### Routing congestion

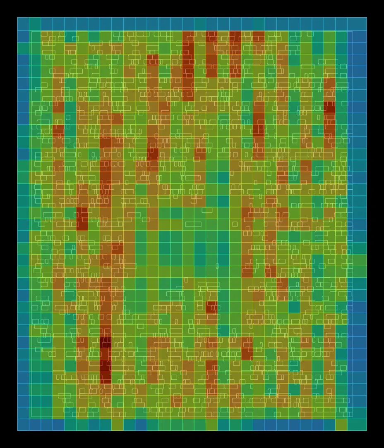
### Met3 routing

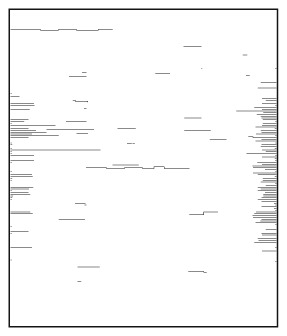
### M2 wires

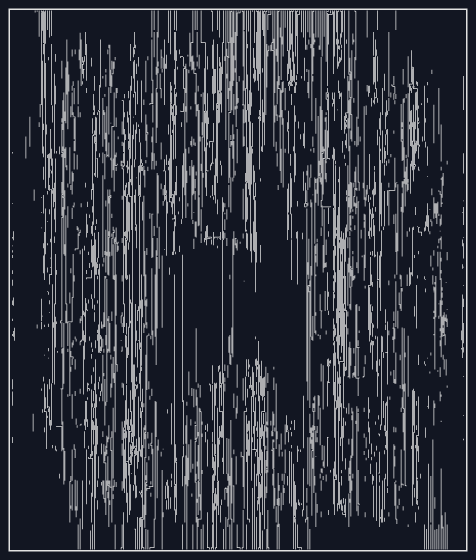
### Metal 1

Bar = 50 um.
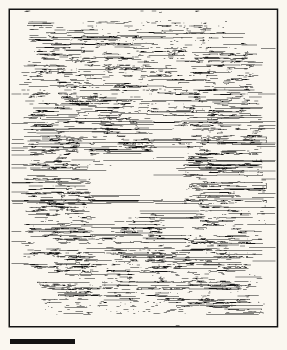
[src/rtl/clint_axi_dp.sv]
// CLINT slave on the core's peripheral AXI port: owns mtime, mtimecmp and msip,
// and produces the machine timer/software interrupt levels plus the rdtime value.
module clint_axi_dp #(
   parameter logic [31:0] BASE_ADDR = 32'h0200_0000,
   parameter int          TICK_DIV  = 1
) (
   input  logic        clk,
   input  logic        reset,
   input  logic        s_awvalid,
   output logic        s_awready,
   input  logic [31:0] s_awaddr,
   input  logic [2:0]  s_awsize,
   input  logic [3:0]  s_awcache,
   input  logic [2:0]  s_awprot,
   input  logic        s_wvalid,
   output logic        s_wready,
   input  logic [63:0] s_wdata,
   input  logic [7:0]  s_wstrb,
   input  logic        s_wlast,
   output logic        s_bvalid,
   input  logic        s_bready,
   output logic [1:0]  s_bresp,
   input  logic        s_arvalid,
   output logic        s_arready,
   input  logic [31:0] s_araddr,
   input  logic [2:0]  s_arsize,
   input  logic [3:0]  s_arcache,
   input  logic [2:0]  s_arprot,
   output logic        s_rvalid,
   input  logic        s_rready,
   output logic [63:0] s_rdata,
   output logic [1:0]  s_rresp,
   output logic        s_rlast,
   output logic [63:0] mtime,
   output logic        int_m_timer,
   output logic        int_m_software
);

   localparam int             PW        = (TICK_DIV > 1) ? $clog2(TICK_DIV) : 1;
   localparam logic [PW-1:0]  PRESC_MAX = PW'(TICK_DIV - 1);

   typedef enum logic { W_IDLE = 1'b0, W_RESP = 1'b1 } w_state_e;
   typedef enum logic { R_IDLE = 1'b0, R_RESP = 1'b1 } r_state_e;
   typedef enum logic [1:0] { SEL_NONE = 2'd0, SEL_MSIP = 2'd1, SEL_CMP = 2'd2, SEL_TIME = 2'd3 } sel_e;

   function automatic sel_e decode(input logic [31:0] addr);
      sel_e sel;
      sel = SEL_NONE;
      if (addr[31:16] == BASE_ADDR[31:16]) begin
         case (addr[15:3])
            13'h0000: sel = SEL_MSIP;
            13'h0800: sel = SEL_CMP;
            13'h17FF: sel = SEL_TIME;
            default:  sel = SEL_NONE;
         endcase
      end else begin
         sel = SEL_NONE;
      end
      return sel;
   endfunction

   function automatic logic [63:0] merge_bytes(input logic [63:0] old_v, input logic [63:0] new_v,
                                               input logic [7:0] strb);
      logic [63:0] res;
      res = old_v;
      for (int b = 0; b < 8; b++) begin
         if (strb[b]) begin
            res[8*b +: 8] = new_v[8*b +: 8];
         end else begin
            res[8*b +: 8] = old_v[8*b +: 8];
         end
      end
      return res;
   endfunction

   w_state_e      w_state_q, w_state_d;
   r_state_e      r_state_q, r_state_d;
   logic [1:0]    bresp_q, bresp_d;
   logic [1:0]    rresp_q, rresp_d;
   logic [63:0]   rdata_q, rdata_d;
   logic [PW-1:0] presc_q, presc_d;
   logic [63:0]   mtime_q, mtime_d;
   logic [63:0]   mtimecmp_q, mtimecmp_d;
   logic          msip_q, msip_d;
   logic          timer_irq_q, timer_irq_d;
   logic          w_fire, r_fire, tick;
   logic [63:0]   mtime_inc;
   sel_e          wsel, rsel;
   logic          unused_ok;

   assign unused_ok = ^{s_awsize, s_awcache, s_awprot, s_arsize, s_arcache, s_arprot,
                        s_wlast, s_awaddr[2:0], s_araddr[2:0]};

   assign wsel      = decode(s_awaddr);
   assign rsel      = decode(s_araddr);
   assign w_fire    = (w_state_q == W_IDLE) & s_awvalid & s_wvalid;
   assign r_fire    = (r_state_q == R_IDLE) & s_arvalid;
   assign s_awready = w_fire;
   assign s_wready  = w_fire;
   assign s_arready = r_fire;

   // Write channel: accept AW and W together only, then hold the response until bready.
   always_comb begin
      w_state_d = w_state_q;
      bresp_d   = bresp_q;
      case (w_state_q)
         W_IDLE: begin
            if (w_fire) begin
               w_state_d = W_RESP;
               bresp_d   = (wsel == SEL_NONE) ? 2'b11 : 2'b00;
            end else begin
               w_state_d = W_IDLE;
            end
         end
         W_RESP: begin
            if (s_bready) begin
               w_state_d = W_IDLE;
            end else begin
               w_state_d = W_RESP;
            end
         end
         default: w_state_d = W_IDLE;
      endcase
   end

   // Read channel: data is captured from the pre-write register state at accept.
   always_comb begin
      r_state_d = r_state_q;
      rdata_d   = rdata_q;
      rresp_d   = rresp_q;
      case (r_state_q)
         R_IDLE: begin
            if (r_fire) begin
               r_state_d = R_RESP;
               rresp_d   = (rsel == SEL_NONE) ? 2'b11 : 2'b00;
               case (rsel)
                  SEL_MSIP: rdata_d = {63'd0, msip_q};
                  SEL_CMP:  rdata_d = mtimecmp_q;
                  SEL_TIME: rdata_d = mtime_q;
                  default:  rdata_d = 64'd0;
               endcase
            end else begin
               r_state_d = R_IDLE;
            end
         end
         R_RESP: begin
            if (s_rready) begin
               r_state_d = R_IDLE;
            end else begin
               r_state_d = R_RESP;
            end
         end
         default: r_state_d = R_IDLE;
      endcase
   end

   // Timer and register updates; a same-cycle mtime write overrides only its strobed bytes.
   always_comb begin
      tick        = (presc_q == PRESC_MAX);
      presc_d     = tick ? '0 : presc_q + 1'b1;
      mtime_inc   = mtime_q + {63'd0, tick};
      mtime_d     = mtime_inc;
      mtimecmp_d  = mtimecmp_q;
      msip_d      = msip_q;
      timer_irq_d = (mtime_q >= mtimecmp_q);
      if (w_fire) begin
         case (wsel)
            SEL_MSIP: msip_d     = s_wstrb[0] ? s_wdata[0] : msip_q;
            SEL_CMP:  mtimecmp_d = merge_bytes(mtimecmp_q, s_wdata, s_wstrb);
            SEL_TIME: mtime_d    = merge_bytes(mtime_inc, s_wdata, s_wstrb);
            default:  mtime_d    = mtime_inc;
         endcase
      end else begin
         mtime_d = mtime_inc;
      end
   end

   // State registers.
   always_ff @(posedge clk) begin
      if (reset) begin
         w_state_q   <= W_IDLE;
         r_state_q   <= R_IDLE;
         bresp_q     <= 2'b00;
         rresp_q     <= 2'b00;
         rdata_q     <= 64'd0;
         presc_q     <= '0;
         mtime_q     <= 64'd0;
         mtimecmp_q  <= 64'hFFFF_FFFF_FFFF_FFFF;
         msip_q      <= 1'b0;
         timer_irq_q <= 1'b0;
      end else begin
         w_state_q   <= w_state_d;
         r_state_q   <= r_state_d;
         bresp_q     <= bresp_d;
         rresp_q     <= rresp_d;
         rdata_q     <= rdata_d;
         presc_q     <= presc_d;
         mtime_q     <= mtime_d;
         mtimecmp_q  <= mtimecmp_d;
         msip_q      <= msip_d;
         timer_irq_q <= timer_irq_d;
      end
   end

   assign s_bvalid       = (w_state_q == W_RESP);
   assign s_bresp        = bresp_q;
   assign s_rvalid       = (r_state_q == R_RESP);
   assign s_rlast        = (r_state_q == R_RESP);
   assign s_rdata        = rdata_q;
   assign s_rresp        = rresp_q;
   assign mtime          = mtime_q;
   assign int_m_timer    = timer_irq_q;
   assign int_m_software = msip_q;

endmodule

[config.mk]
export PLATFORM = sky130hd
export DESIGN_NAME = clint_axi_dp
export DESIGN_NICKNAME = d
export VERILOG_FILES = /design/src/rtl/clint_axi_dp.sv
export SDC_FILE = /design/constraint.sdc
export NUM_CORES = 1
export LEC_CHECK = 0
export ABC_AREA = 0
export CAP_MARGIN = 20
export CORE_ASPECT_RATIO = 1.2
export CORE_MARGIN = 8
export CORE_UTILIZATION = 25
export DETAILED_ROUTE_END_ITERATION = 7
export GPL_ROUTABILITY_DRIVEN = 0
export PLACE_DENSITY_LB_ADDON = 0.05
export SLEW_MARGIN = 40
export SYNTH_ARGS = -nofsm -noshare
export SYNTH_HDL_FRONTEND = slang
export SYNTH_SLANG_ARGS = --single-unit
[constraint.sdc]
create_clock -name clk -period 5.2 [get_ports clk]
set_input_delay 1.04 -clock clk [delete_from_list [all_inputs] [get_ports clk]]
set_output_delay 1.04 -clock clk [all_outputs]
set_load 0.01 [all_outputs]
==> run_results.csv <==
group,metric,value,unit
pwr,sw_frac_of_total,23.7,%
synth,ys_cells,1237,
pwr,pg_seq,1.53,mW
clocking,cts-root-buf,"clkbuf_16",
critical_path,crit_chain,"clkdlybuf4s50_1, nor4b_1, nand3_2, nor4_4, buf_4, and2_1, nand2_1, o211ai_1",
finish,layoutNonFillerInstCount,2029,
final_timing,setup_viol,0,
clocking,hold_buffers,0,
synth,yosys_warnings,0,
pwr,power.density,216,nW/um^2
finish,seq_cells,199,
finish,buffers,289,
finish,num-fill-cells,4488,
finish,layout.nets,1695,
finish,logic_gates,881,
critical_path,r2r-end,"mtime[51]",
synth,syn_area,10700,sq um
routing,first_iter_violations,442,
clocking,cts.sinks,199,
clocking,worstSkewPairLatency,460,ps
critical_path,slowest_stage,"nor4b_1",
final_timing,clock.fmax,283,MHz
clocking,h-tree-depth,4,
critical_path,path_depth,8,
pwr,maxPowerGroup,"sequential cells",
finish,dominant_cells,"combinational gates",
finish,drive_gt1_share,5.89,%
run_status,status,"completed",
finish,logic_area,6050,sq um
global_route,grt_antenna_before_repair,3,
finish,nClkBuffers,21,
final_timing,fin_skew,9.00,ps
pwr,comb_power,0.218,mW
synth,synth_seq_share,37.3,%
synth,ys_sh_simple,20.2,%
synth,synthAoiAreaFrac,23.1,%
routing,drc,0,
pwr,net-switching-power,0.740,mW
finish,diodes,0,
place,place_inst,1998,
die,n_tap_cell,552,
final_timing,period_minus_slack,3540,ps
hold_path,hold_end,"s_rlast",
synth,ys_types,55,
clocking,postCtsSetupRepairBufs,0,
synth,synth_nets,1467,
pwr,leakagePower,5.78,nW
hold_path,min_path_type,"reg -> reg",
final_timing,report.final.slew_viol_count,0,
pwr,irDropWorstVdd,0.000240,V
synth,topCombFamilyByArea,"AND-OR/OR-AND gates",
critical_path,rr_startpoint,"mtime[2]",
synth,ys_ff,199,
routing,via_per_inst,4.86,
clocking,cts_resized,0,
job,drv_cap,0,
synth,synth-edff-count,0,
global_route,grt_pass1_vias,10100,
critical_path,critical_path.top_delay_family,"simple AND/OR/NAND/NOR gates",
final_timing,rsz0062_at_grt,"false",
die,dieArea,49600,sq um
routing,ant_nets,0,
synth,yosys_most_used_dff,"dfxtp_1",
pwr,power,3.12,mW
synth,yosys-stat-area,10700,sq um
-- 'Routing congestion' (at the start) --
routing usage on met2: 29.1%
total track usage: 16.6%
final core occ: 34.1%
post-DR wirelength/cell: 20.5 um
grt peak-use layer: met2

-- 'Met3 routing' (at the start) --
wire length on this layer: 1810 um
nets with wire on the layer: 138
share of all routed wire: 4.4%
main direction: horizontal
longest straight run: 68.8 um

-- 'M2 wires' (at the start) --
share of all routed wire: 51%
main direction: vertical

-- 'Metal 1' (at the start) --
wire length on this layer: 18300 um
nets with wire on the layer: 1541
longest straight run: 75.9 um
Post-Route WL: 41.6 mm
met1 Usage GRT: 20.3%
via count: 9871

==> sequential cells by signal, summed over array words and instances (netlist names) <==
signal,flops
s_bvalid,1
int_m_software,1
mtimecmp_q,64
presc_q,1
s_rlast,1
int_m_timer,1
s_bresp,1
s_rresp,1
mtime,64
s_rdata,64
==> cell usage after synthesis (18+ instances only) <==
library cell and count:
a211oi_1 30, a211oi_2 18, a21oi_1 37, a22o_1 63
a22oi_1 64, buf_4 23, clkbuf_1 43, dfxtp_1 199
ha_1 66, inv_1 77, nand2_1 120, nand3_1 33
nand4_1 30, nor2_1 132, o211ai_1 64, o21ai_0 27
xor2_1 43
==> per-layer routing <==
metal / part of all wire (%) / global-route usage (%)
met1: 44 / 20.3
met2: 51 / 29.1
met3: 4.3 / 3.45
met4: 1.1 / 4.20
met5: 0.053 / 0
Power and IR drop assume default switching activity.
